===== src/rtl/euclid_heuristic_fetch.sv =====
// Euclidean-distance index generator and sqrt-table requester for the A* heuristic.
// Result appears 3 edges after acceptance; it is held in RESULT until out_ready, and in_ready stays low until then.
module euclid_heuristic_fetch #(
  parameter int COORD_W = 5,
  parameter int IDX_W   = 10,
  parameter int DATA_W  = 16
) (
  input  logic               clk,
  input  logic               rst_n,
  input  logic               in_valid,
  output logic               in_ready,
  input  logic [COORD_W-1:0] node_x,
  input  logic [COORD_W-1:0] node_y,
  input  logic [COORD_W-1:0] goal_x,
  input  logic [COORD_W-1:0] goal_y,
  output logic [IDX_W-1:0]   dist_sq_index,
  input  logic [DATA_W-1:0]  sqrt_result,
  output logic               out_valid,
  input  logic               out_ready,
  output logic [DATA_W-1:0]  h_value,
  output logic               h_saturated
);

  localparam int SQ_W  = 2 * COORD_W;
  localparam int SUM_W = SQ_W + 1;
  localparam int CMP_W = (SUM_W > IDX_W) ? SUM_W : IDX_W;

  typedef enum logic [1:0] {IDLE, LOOKUP, CAPTURE, RESULT} state_t;

  state_t state, state_nxt;

  logic [COORD_W-1:0] dx, dy;
  logic [SQ_W-1:0]    dx_sq, dy_sq;
  logic [SUM_W-1:0]   dist_sq;
  logic [CMP_W-1:0]   dist_sq_ext;
  logic [CMP_W-1:0]   idx_max;
  logic [IDX_W-1:0]   idx_c;
  logic               sat_c;
  logic               sat_q;
  logic               accept;

  // Compare-and-subtract keeps the deltas unsigned without a sign bit.
  always_comb begin
    dx          = (node_x >= goal_x) ? (node_x - goal_x) : (goal_x - node_x);
    dy          = (node_y >= goal_y) ? (node_y - goal_y) : (goal_y - node_y);
    dx_sq       = {{COORD_W{1'b0}}, dx} * {{COORD_W{1'b0}}, dx};
    dy_sq       = {{COORD_W{1'b0}}, dy} * {{COORD_W{1'b0}}, dy};
    dist_sq     = {1'b0, dx_sq} + {1'b0, dy_sq};
    dist_sq_ext = CMP_W'(dist_sq);
    idx_max     = CMP_W'({IDX_W{1'b1}});
    sat_c       = (dist_sq_ext > idx_max);
    idx_c       = sat_c ? {IDX_W{1'b1}} : IDX_W'(dist_sq_ext);
  end

  assign accept = in_valid && in_ready;

  always_ff @(posedge clk or negedge rst_n) begin
    if (!rst_n) state <= IDLE;
    else        state <= state_nxt;
  end

  always_comb begin
    state_nxt = state;
    case (state)
      IDLE:    if (accept) state_nxt = LOOKUP;
      LOOKUP:  state_nxt = CAPTURE;
      CAPTURE: state_nxt = RESULT;
      RESULT:  if (out_ready) state_nxt = IDLE;
      default: state_nxt = IDLE;
    endcase
  end

  always_comb begin
    in_ready  = (state == IDLE);
    out_valid = (state == RESULT);
  end

  // The table registers the index at the end of LOOKUP, so its output is only trusted in CAPTURE.
  always_ff @(posedge clk or negedge rst_n) begin
    if (!rst_n) begin
      dist_sq_index <= '0;
      sat_q         <= 1'b0;
      h_value       <= '0;
      h_saturated   <= 1'b0;
    end else begin
      if (accept) begin
        dist_sq_index <= idx_c;
        sat_q         <= sat_c;
      end
      if (state == CAPTURE) begin
        h_value     <= sqrt_result;
        h_saturated <= sat_q;
      end
    end
  end

endmodule

===== config.mk =====
export PLATFORM = sky130hd
export DESIGN_NAME = euclid_heuristic_fetch
export DESIGN_NICKNAME = d
export VERILOG_FILES = /design/src/rtl/euclid_heuristic_fetch.sv
export SDC_FILE = /design/constraint.sdc
export NUM_CORES = 1
export LEC_CHECK = 0
export CAP_MARGIN = 20
export CORE_MARGIN = 5
export CORE_UTILIZATION = 31
export CTS_CLUSTER_DIAMETER = 60
export CTS_CLUSTER_SIZE = 30
export DETAILED_ROUTE_END_ITERATION = 8
export MAX_ROUTING_LAYER = met4
export SLEW_MARGIN = 30
export SYNTH_ARGS = -nofsm -noshare
export SYNTH_HDL_FRONTEND = slang
export SYNTH_SLANG_ARGS = --single-unit
export TNS_END_PERCENT = 50

===== constraint.sdc =====
create_clock -name clk -period 1.7 [get_ports clk]
set_input_delay 0.34 -clock clk [delete_from_list [all_inputs] [get_ports clk]]
set_output_delay 0.34 -clock clk [all_outputs]
set_load 0.01 [all_outputs]

Fig. 1: run 1, the metal 1 layer
The bar under the picture is 20 um long. Supply wires on this layer in grey.
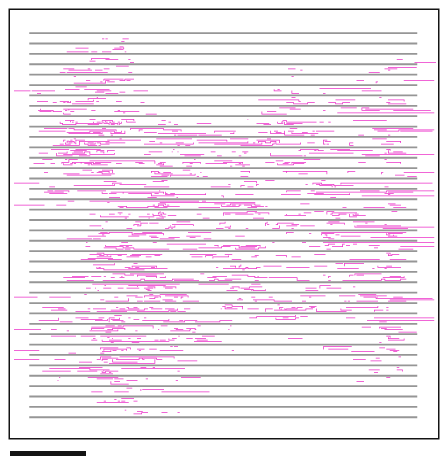
nets with wire on the layer: 540
wire length on this layer: 3320 um
share of all routed wire: 44%
longest straight run: 29.0 um
main direction: horizontal
detailed-route via count: 2802
Total Wirelength: 7.48 mm
GR met1 Demand/Resource: 14.8%

Fig. 2: run 1, logic cells by family
The bar under the picture is 20 um long.
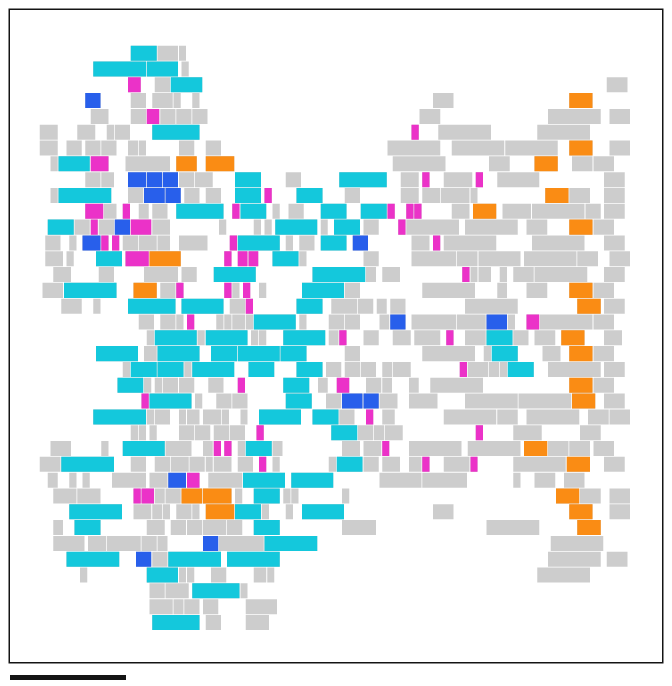
[blue] AND-OR and OR-AND gates | cells: 16 | most used: a21o_1
[cyan] adder and majority cells | cells: 73 | most used: ha_1
[magenta] NOR gates | cells: 49 | most used: nor2_1
[orange] multiplexers | cells: 24 | most used: mux2_2
multi-input logic portion of the cell area: 49.3%
post-layout instance count excluding filler cells: 620
most numerous logic cell after layout: sky130_fd_sc_hd__buf_4

==> qor.txt, run 1 <==
worst hold path type -> primary input to asynchronous set/reset pin
flop-to-flop setup slack -> 0.25 ns
simple-gate portion of the synthesized area -> 9.25%
Combinational Power -> 9.44 mW
final hold viol count -> 0
Async S/R FF share, synth -> 100%
TritonCTS clock tree -> yes
remaining global-route overflow -> 0
total length of routed met3 wires -> 344 um
placed instance area -> 4660 um2
count of antenna-violating nets left after detailed routing -> 0
placed wire-length estimate -> 6.16 mm
count of distinct cell types in the synthesized netlist -> 45
Placement Rows -> 37
switch share -> 42.7%
crit path buf inv count -> 7
number of antenna violations at the first check in global routing -> 0
dominant kind of combinational cell -> adder cells
sum of negative setup slack -> -43.93 ns
Clock Power -> 0.570 mW
Chip Area, Yosys -> 3230 um2
Sequential Power -> 1.25 mW
post-synthesis sequential area ratio -> 23.2%
I/O pin count -> 69
register area -> 751 um2
cell occurring most often along the worst timing path -> sky130_fd_sc_hd__fa_1
filler cell count in the final layout -> 933
number of DRC violations after detailed routing -> 0
top library cells by usage in the layout, fill and taps aside -> 74 x sky130_fd_sc_hd__buf_4, 48 x sky130_fd_sc_hd__clkdlybuf4s50_1, 46 x sky130_fd_sc_hd__inv_1
area share of fa/ha/maj cells after synthesis -> 34.0%
floorplan utilization -> 31.6%
fin. max-slew vios -> 0
Combinational Gates -> 234
top routing layer in use -> met4
P&R area growth vs syn -> 58.6%
Post-Syn Area -> 3230 um2
number of global-route vias before repair -> 2897
clock root cell -> sky130_fd_sc_hd__clkbuf_8
worst-case clock buffer depth -> 2
buffer count from post-CTS setup fixing -> 14
reg2reg end -> dist_sq_index[7]
crit path setup slack, layout -> -4.01 ns
Max VDD drop -> 0.000982 V
flip-flop count of the largest register, all copies and words added -> 16
critical-path maximum fanout -> 6
RSZ-0062 raised after global routing -> true
total cells reported by yosys after synthesis -> 335
number of gates on the worst path with buffers counted -> 26
total of max-cap violations -> 0
NonClk Buf Share -> 26.2%
number of flip-flops and latches -> 30
worst setup path class -> primary input to register
most common library cells after synthesis -> 62 x sky130_fd_sc_hd__inv_1, 48 x sky130_fd_sc_hd__ha_1, 38 x sky130_fd_sc_hd__nor2_1, 30 x sky130_fd_sc_hd__dfrtp_1, 25 x sky130_fd_sc_hd__fa_1
number of vias per cell -> 4.52
Mapped Nets -> 448
Tap Count -> 136
register share of the cell area -> 14.6%
worst setup path endpoint -> dist_sq_index[4]
total clock buffers created by CTS -> 5
power density of the placed cells -> 2200 nW/um2
top-count cell post-synth -> sky130_fd_sc_hd__inv_1
Largest Register -> h_value
start point of the critical path -> node_y[0]
number of input and output port buffers inserted -> 68
share of power burned in the clock network -> 5.1%
core area -> 10200 um2
worst setup timing slack at the placement stage -> -4.69 ns
total power draw -> 11.3 mW
leading area contributor after synthesis -> sky130_fd_sc_hd__dfrtp_1
fmax -> 175 MHz
number of synthesis warnings -> 0
drt initial violations -> 49
number of failing setup endpoints in the final timing report -> 11
share of post-route cells with drive strength above 1 -> 38.4%
hold_buf cts -> 0
total inserted antenna cells -> 0
Crit. End Element -> register
fraction of area in clock buffers and inverters -> 1.78%
Non-clock buffers -> 149
registers with the highest flip-flop counts -> h_value x16, dist_sq_index x10, state x2
leading cell category by total area -> combinational gates
Top area cell types -> sky130_fd_sc_hd__dfrtp_1 23%, sky130_fd_sc_hd__ha_1 19%, sky130_fd_sc_hd__fa_1 15%
reg2reg path depth -> 7
worst skew pair latency -> 0.28 ns
final weighted congestion in routability-driven placement -> 0.849
final clock period utilization by the worst path -> 336%
htree depth -> 2
required time of the worst setup path -> 1.85 ns
Comb area -> 2530 um2
share of the synthesized netlist area taken by xor and xnor gates -> 3.25%
worst clock skew -> 0.00825 ns
die area -> 12600 um2
number of sinks driven by the clock tree -> 30
Top delay family on crit path -> adder cells
crit start category -> primary input
count of library flops with an enable pin -> 0
Initial DRT Pass Iterations -> 4
post-layout minimum cycle time -> 5.71 ns
chip width -> 112 um
Final #Nets -> 596
maximum number of pins on one net before global-route repair -> 31
detailed-routed wire length on met2 -> 3.73 mm
arrival time of the worst setup path -> 5.86 ns
portion of total power attributed to combinational logic -> 83.8%
register share of total power -> 11.1%
crit path max-delay cell type -> sky130_fd_sc_hd__fa_1
Placed Cells -> 596
top cell type's share of synthesized area -> 23.2%
result of the run -> finished with violations
static leakage -> 2.44 nW
global-route wire length before repair -> 13.0 mm
post-cts gate resize count -> 108
worst-case hold slack -> 0.448 ns
Die Y -> 112 um
Synth mux share -> 8.16%
violations in the final reports -> negative setup slack
tally of OpenROAD warnings -> 39
Slew headroom -> 76.8%
number of clock buffers in the layout -> 7
mean instance size in the synthesized netlist -> 9.65 um2
total global routing track utilization -> 12.5%
share of synthesized cell area in and-or and or-and compound cells -> 13.4%
reg-to-reg critical path startpoint -> state[0]
Fig. 3: run 1, routing congestion
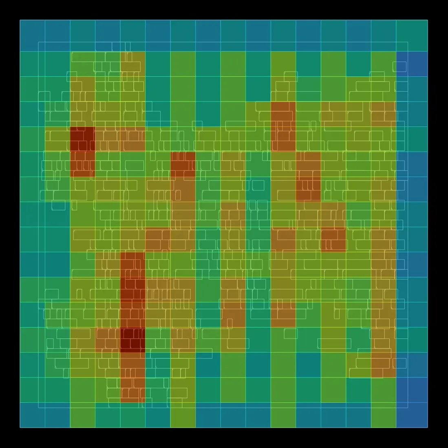
global routing usage on met3: 2.21%
core utilization of the finished layout: 50.1%
busiest grt layer: met2
met2 track demand over resource: 22.2%
wire length per cell: 12.1 um

## run 1: how the worst min path moves through the flow
stage | start | to | slack (ns) | cells past startpoint
global placement | sat_q | sat_q | 0.47 | 2
CTS | rst_n | sat_q | 0.46 | 2
finish | rst_n | dist_sq_index[3] | 0.45 | 2
detailed placement | h_value[6] | h_value[6] | 0.49 | 1
floorplan | rst_n | dist_sq_index[0] | 0.04 | 0
global route | rst_n | h_value[3] | 0.48 | 2
## run 1: cell families after synthesis
logic type               Yosys count
multiplexers                      24
AND/OR/NAND/NOR                   65
flip-flops                        30
adder cells (fa/ha/maj)           73
XOR/XNOR                          12
AND-OR/OR-AND                     60
buffers and inverters             71
Fig. 4: run 1, a small window of the routed layout
The bar under the picture is 10 um long. Window x 64 to 104, y 8 to 48 um. Cells in grey, sequential cells in the stronger grey; small squares are vias.
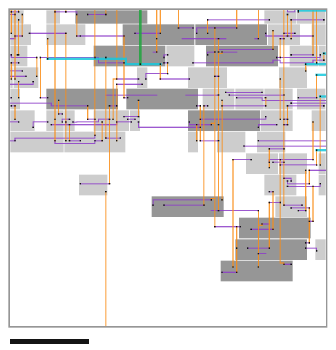

==> run 2: changes to the inputs <==
- PLACE_DENSITY_LB_ADDON: not set -> 0.2
- clock period: 1.7 -> 6.3 ns (I/O delays scaled with it)
Fig. 5: run 2, a small window of the routed layout
The bar under the picture is 10 um long. Window x 64 to 104, y 8 to 48 um. Cells in grey, sequential cells in the stronger grey; small squares are vias.
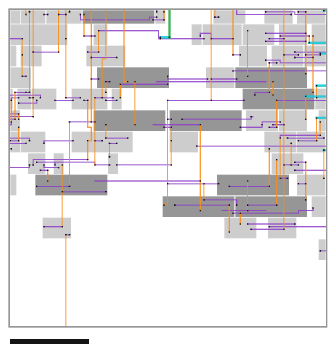
[cyan] metal 3
[orange] metal 2
[green] metal 4
[purple] metal 1
sequential cells in the window: 10
most frequent: clkdlybuf4s50_1 (14), dfrtp_1 (10), mux2_2 (7)
netlist names of flops here include: h_value (6), dist_sq_index (4)
cells with their middle in the window: 51

Fig. 6: run 2, routing congestion
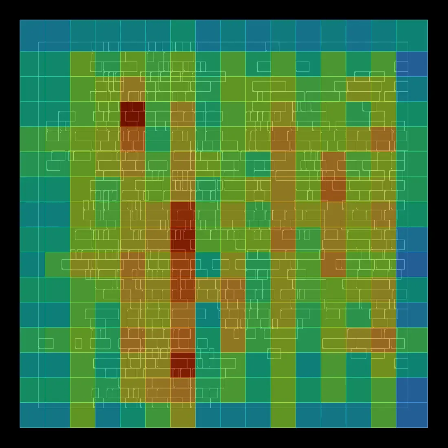
core utilization of the finished layout: 49.2%
GR met1 Demand/Resource: 15.2%
met2 track demand over resource: 21.7%
global routing usage on met3: 2.32%

Fig. 7: run 2, logic cells by family
The bar under the picture is 20 um long.
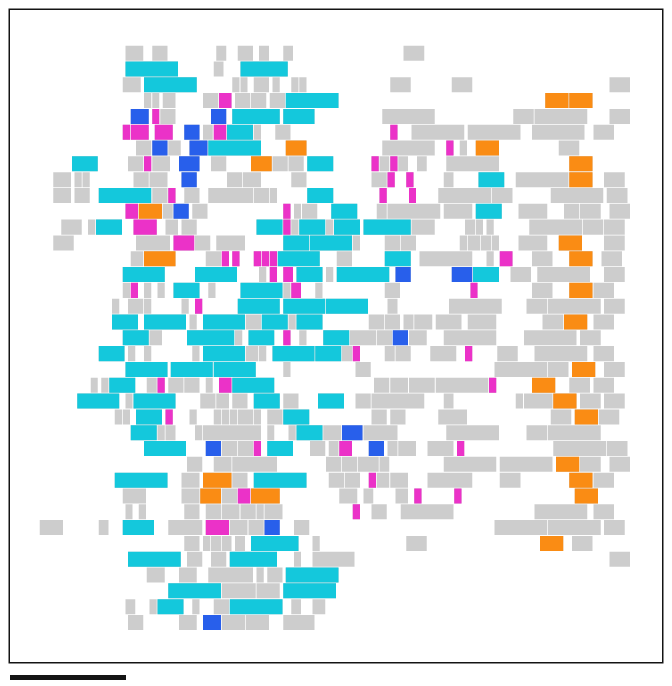
[cyan] adder and majority cells | cells: 73 | most used: ha_1
[orange] multiplexers | cells: 24 | most used: mux2_2
[blue] AND-OR and OR-AND gates | cells: 16 | most used: a21o_1
[magenta] NOR gates | cells: 49 | most used: nor2_1
post-layout instance count excluding filler cells: 612
multi-input logic portion of the cell area: 50.4%

==> qor.txt, run 2 <==
result of the run -> finished with violations
violations in the final reports -> negative setup slack
total global routing track utilization -> 12.5%
post-cts gate resize count -> 110
most numerous logic cell after layout -> sky130_fd_sc_hd__buf_4
number of input and output port buffers inserted -> 68
Slew headroom -> 48.9%
number of failing setup endpoints in the final timing report -> 11
die area -> 12600 um2
top routing layer in use -> met4
register share of total power -> 11.3%
flip-flop count of the largest register, all copies and words added -> 16
total clock buffers created by CTS -> 5
clock root cell -> sky130_fd_sc_hd__clkbuf_8
final clock period utilization by the worst path -> 105%
mean instance size in the synthesized netlist -> 9.65 um2
crit path setup slack, layout -> -0.302 ns
Largest Register -> h_value
Chip Area, Yosys -> 3230 um2
total inserted antenna cells -> 0
Final #Nets -> 588
Met1 Wirelength -> 3.27 mm
worst skew pair latency -> 0.27 ns
crit start category -> primary input
maximum number of pins on one net before global-route repair -> 31
number of global-route vias before repair -> 2944
dominant kind of combinational cell -> adder cells
drt initial violations -> 74
hold_buf cts -> 0
fin. max-slew vios -> 0
share of synthesized cell area in and-or and or-and compound cells -> 13.4%
worst setup timing slack at the placement stage -> -1.01 ns
most common library cells after synthesis -> 62 x sky130_fd_sc_hd__inv_1, 48 x sky130_fd_sc_hd__ha_1, 38 x sky130_fd_sc_hd__nor2_1, 30 x sky130_fd_sc_hd__dfrtp_1, 25 x sky130_fd_sc_hd__fa_1
worst-case clock buffer depth -> 2
placed wire-length estimate -> 6.13 mm
number of vias per cell -> 4.44
portion of total power attributed to combinational logic -> 83.6%
detailed-routed wire length on met2 -> 3.68 mm
tally of OpenROAD warnings -> 39
share of power burned in the clock network -> 5.1%
Sequential Power -> 0.339 mW
chip width -> 112 um
number of sinks driven by the clock tree -> 30
TritonCTS clock tree -> yes
RSZ-0062 raised after global routing -> true
total power draw -> 2.99 mW
Initial DRT Pass Iterations -> 4
count of antenna-violating nets left after detailed routing -> 0
number of antenna violations at the first check in global routing -> 0
area share of fa/ha/maj cells after synthesis -> 34.0%
top-count cell post-synth -> sky130_fd_sc_hd__inv_1
required time of the worst setup path -> 6.46 ns
share of the synthesized netlist area taken by xor and xnor gates -> 3.25%
Crit. End Element -> register
top cell type's share of synthesized area -> 23.2%
global-route wire length before repair -> 13.1 mm
Post-Syn Area -> 3230 um2
Total Wirelength -> 7.33 mm
worst clock skew -> 0.00717 ns
worst hold path type -> register to register
remaining global-route overflow -> 0
critical-path maximum fanout -> 5
wire length per cell -> 12.0 um
floorplan utilization -> 31.6%
P&R area growth vs syn -> 55.6%
worst-case hold slack -> 0.487 ns
fmax -> 151 MHz
arrival time of the worst setup path -> 6.77 ns
simple-gate portion of the synthesized area -> 9.25%
number of DRC violations after detailed routing -> 0
Top area cell types -> sky130_fd_sc_hd__dfrtp_1 23%, sky130_fd_sc_hd__ha_1 19%, sky130_fd_sc_hd__fa_1 15%
Combinational Power -> 2.50 mW
final weighted congestion in routability-driven placement -> 0.801
filler cell count in the final layout -> 947
crit path buf inv count -> 7
count of library flops with an enable pin -> 0
sum of negative setup slack -> -3.28 ns
switch share -> 42.5%
Die Y -> 112 um
total cells reported by yosys after synthesis -> 335
Placed Cells -> 594
Top delay family on crit path -> adder cells
Clock Power -> 0.153 mW
I/O pin count -> 69
placed instance area -> 4620 um2
Mapped Nets -> 448
power density of the placed cells -> 594 nW/um2
crit path max-delay cell type -> sky130_fd_sc_hd__fa_1
htree depth -> 2
Placement Rows -> 37
cell occurring most often along the worst timing path -> sky130_fd_sc_hd__fa_1
worst setup path class -> primary input to register
total length of routed met3 wires -> 290 um
leading area contributor after synthesis -> sky130_fd_sc_hd__dfrtp_1
Async S/R FF share, synth -> 100%
busiest grt layer -> met2
detailed-route via count -> 2717
top library cells by usage in the layout, fill and taps aside -> 69 x sky130_fd_sc_hd__buf_4, 50 x sky130_fd_sc_hd__clkdlybuf4s50_1, 46 x sky130_fd_sc_hd__inv_1
post-layout minimum cycle time -> 6.60 ns
final hold viol count -> 0
post-synthesis sequential area ratio -> 23.2%
number of synthesis warnings -> 0
core area -> 10200 um2
total of max-cap violations -> 0
count of distinct cell types in the synthesized netlist -> 45
Max VDD drop -> 0.000344 V
Synth mux share -> 8.16%
run 2: cell counts after synthesis:
No cell type changed its count.
run 2: final cells by class:
cell class                 instances  area (um2)  share of cell area, %
sequential                        30         751                   14.9
clock buffer                       7        86.3                   1.72
multi-input combinational        234        2540                   50.4
clock inverter                     1        5.00                 0.0994
timing repair buffer             141        1230                   24.5
inverter                          63         249                   4.95
tap                              136         170                   3.38
run 2: path summary, 6_finish.rpt:
kind                           start          endpoint  slack (ns)  depth (start not counted)
max                        node_y[0]  dist_sq_index[0]       -0.30                         26
min                            sat_q             sat_q        0.49                          2
max reg2reg                 state[0]  dist_sq_index[8]        4.57                          5
min reg2reg                    sat_q             sat_q        0.49                          2
max in group asynchronous      rst_n  dist_sq_index[9]        4.64                          2
min in group asynchronous      rst_n       h_saturated        1.38                          2
Fig. 8: run 2, the metal 1 layer
The bar under the picture is 20 um long. Supply wires on this layer in grey.
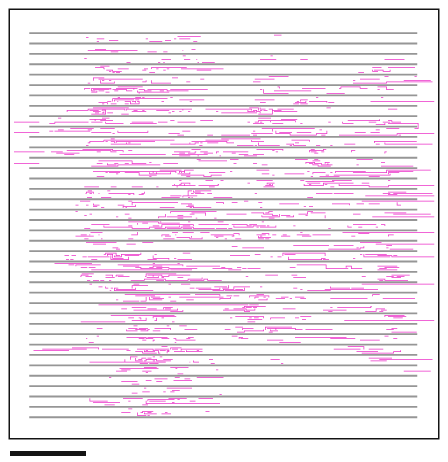

==> run 3: changes to the inputs <==
- CTS_CLUSTER_SIZE: 30 -> not set
- clock period: 6.3 -> 5.8 ns (I/O delays scaled with it)
Fig. 9: run 3, the metal 1 layer
The bar under the picture is 20 um long. Supply wires on this layer in grey.
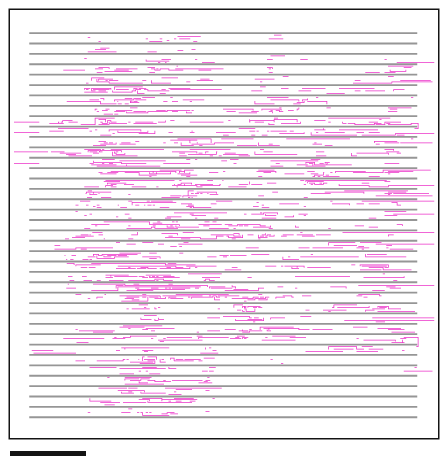
GR met1 Demand/Resource: 15.3%
detailed-route via count: 2729
Total Wirelength: 7.49 mm

Fig. 10: run 3, routing congestion
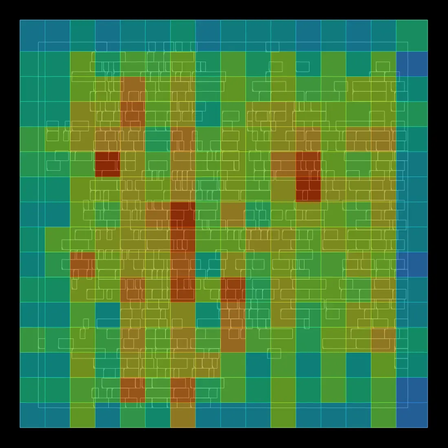
core utilization of the finished layout: 49.4%
met2 track demand over resource: 22.0%

==> qor.txt, run 3 <==
crit path max-delay cell type -> sky130_fd_sc_hd__fa_1
cell occurring most often along the worst timing path -> sky130_fd_sc_hd__fa_1
buffer count from post-CTS setup fixing -> 9
number of global-route vias before repair -> 2964
count of library flops with an enable pin -> 0
fin. max-slew vios -> 0
number of failing setup endpoints in the final timing report -> 11
total global routing track utilization -> 12.6%
total cells reported by yosys after synthesis -> 335
leading cell category by total area -> combinational gates
flip-flop count of the largest register, all copies and words added -> 16
crit path setup slack, layout -> -0.749 ns
Largest Register -> h_value
simple-gate portion of the synthesized area -> 9.25%
number of vias per cell -> 4.47
share of synthesized cell area in and-or and or-and compound cells -> 13.4%
number of DRC violations after detailed routing -> 0
total inserted antenna cells -> 0
share of post-route cells with drive strength above 1 -> 38.1%
Slew headroom -> 47.6%
maximum number of pins on one net before global-route repair -> 31
Placed Cells -> 594
crit start category -> primary input
power density of the placed cells -> 652 nW/um2
Top area cell types -> sky130_fd_sc_hd__dfrtp_1 23%, sky130_fd_sc_hd__ha_1 19%, sky130_fd_sc_hd__fa_1 15%
post-synthesis sequential area ratio -> 23.2%
Final #Nets -> 589
Post-Syn Area -> 3230 um2
count of distinct cell types in the synthesized netlist -> 45
worst clock skew -> 0.00494 ns
final weighted congestion in routability-driven placement -> 0.801
Combinational Power -> 2.77 mW
switch share -> 43.1%
result of the run -> finished with violations
Mapped Nets -> 448
Placement Rows -> 37
Initial DRT Pass Iterations -> 4
worst skew pair latency -> 0.27 ns
number of antenna violations at the first check in global routing -> 0
critical-path maximum fanout -> 6
chip width -> 112 um
share of the synthesized netlist area taken by xor and xnor gates -> 3.25%
Async S/R FF share, synth -> 100%
post-cts gate resize count -> 115
number of sinks driven by the clock tree -> 30
Sequential Power -> 0.369 mW
Combinational Gates -> 234
Crit. End Element -> register
Tap Count -> 136
die area -> 12600 um2
register share of total power -> 11.2%
floorplan utilization -> 31.6%
total clock buffers created by CTS -> 5
multi-input logic portion of the cell area -> 50.7%
required time of the worst setup path -> 5.92 ns
worst setup path class -> primary input to register
final hold viol count -> 0
register area -> 751 um2
Chip Area, Yosys -> 3230 um2
clock root cell -> sky130_fd_sc_hd__clkbuf_8
violations in the final reports -> negative setup slack
sum of negative setup slack -> -8.06 ns
count of antenna-violating nets left after detailed routing -> 0
number of input and output port buffers inserted -> 68
NonClk Buf Share -> 24.6%
portion of total power attributed to combinational logic -> 83.9%
placed wire-length estimate -> 6.14 mm
total of max-cap violations -> 0
worst-case hold slack -> 0.473 ns
top library cells by usage in the layout, fill and taps aside -> 71 x sky130_fd_sc_hd__buf_4, 50 x sky130_fd_sc_hd__clkdlybuf4s50_1, 47 x sky130_fd_sc_hd__inv_1
most numerous logic cell after layout -> sky130_fd_sc_hd__buf_4
share of power burned in the clock network -> 4.9%
worst-case clock buffer depth -> 2
TritonCTS clock tree -> yes
tally of OpenROAD warnings -> 39
leading area contributor after synthesis -> sky130_fd_sc_hd__dfrtp_1
Non-clock buffers -> 142
core area -> 10200 um2
number of flip-flops and latches -> 30
worst setup timing slack at the placement stage -> -1.41 ns
Comb area -> 2560 um2
static leakage -> 2.39 nW
dominant kind of combinational cell -> adder cells
mean instance size in the synthesized netlist -> 9.65 um2
remaining global-route overflow -> 0
post-layout instance count excluding filler cells -> 611
final clock period utilization by the worst path -> 113%
Max VDD drop -> 0.000301 V
global-route wire length before repair -> 13.2 mm
RSZ-0062 raised after global routing -> true
number of clock buffers in the layout -> 6
post-layout minimum cycle time -> 6.55 ns
placed instance area -> 4620 um2
drt initial violations -> 37
htree depth -> 2
I/O pin count -> 69
fmax -> 153 MHz
fraction of area in clock buffers and inverters -> 1.63%
number of inverters outside the clock class in the layout -> 63
worst hold path type -> register to register
wire length per cell -> 12.3 um
register share of the cell area -> 14.9%
hold_buf cts -> 0
Top delay family on crit path -> adder cells
crit path buf inv count -> 7
top cell type's share of synthesized area -> 23.2%
number of synthesis warnings -> 0
P&R area growth vs syn -> 56.3%
area share of fa/ha/maj cells after synthesis -> 34.0%
most common library cells after synthesis -> 62 x sky130_fd_sc_hd__inv_1, 48 x sky130_fd_sc_hd__ha_1, 38 x sky130_fd_sc_hd__nor2_1, 30 x sky130_fd_sc_hd__dfrtp_1, 25 x sky130_fd_sc_hd__fa_1
registers with the highest flip-flop counts -> h_value x16, dist_sq_index x10, state x2
top-count cell post-synth -> sky130_fd_sc_hd__inv_1
Fig. 11: run 3, the metal 3 layer
The bar under the picture is 20 um long. Cells faint in the background.
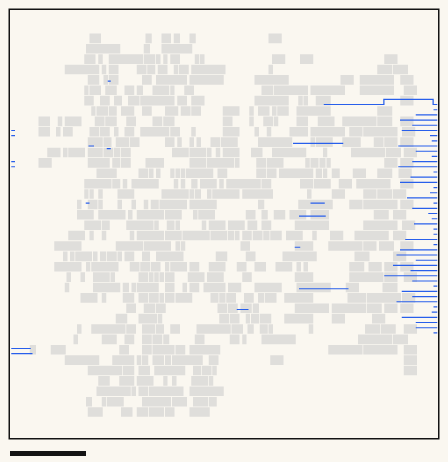
main direction: horizontal
share of all routed wire: 4.2%
wire length on this layer: 317 um
nets with wire on the layer: 55
global routing usage on met3: 1.99%

==> run 3: worst min-delay path: cells and delay by family (launching register included) <==
family           cells  cell delay [ns]
flip-flops           1             0.34
AND/OR/NAND/NOR      1             0.06
AND-OR/OR-AND        1             0.05
==> run 3: layer usage <==
layer  track usage [%]  up-vias  share of wire, %
met4              2.88        0               1.3
met1              15.3     1277                45
met5                 -        -                 0
met2              22.0       62                50
li1                  -     1379                 -
met3              1.99       11               4.2
==> run 3: final timing paths <==
check	from	endpoint	slack [ns]	cells after the start
min reg2reg	sat_q	sat_q	0.47	2
max reg2reg	state[0]	dist_sq_index[7]	4.06	5
max in group asynchronous	rst_n	h_value[12]	4.25	2
min in group asynchronous	rst_n	state[0]	1.28	2
max	node_y[0]	dist_sq_index[9]	-0.75	26
min	sat_q	sat_q	0.47	2
Power figures rest on the tool's default switching activity, not on a simulated workload.
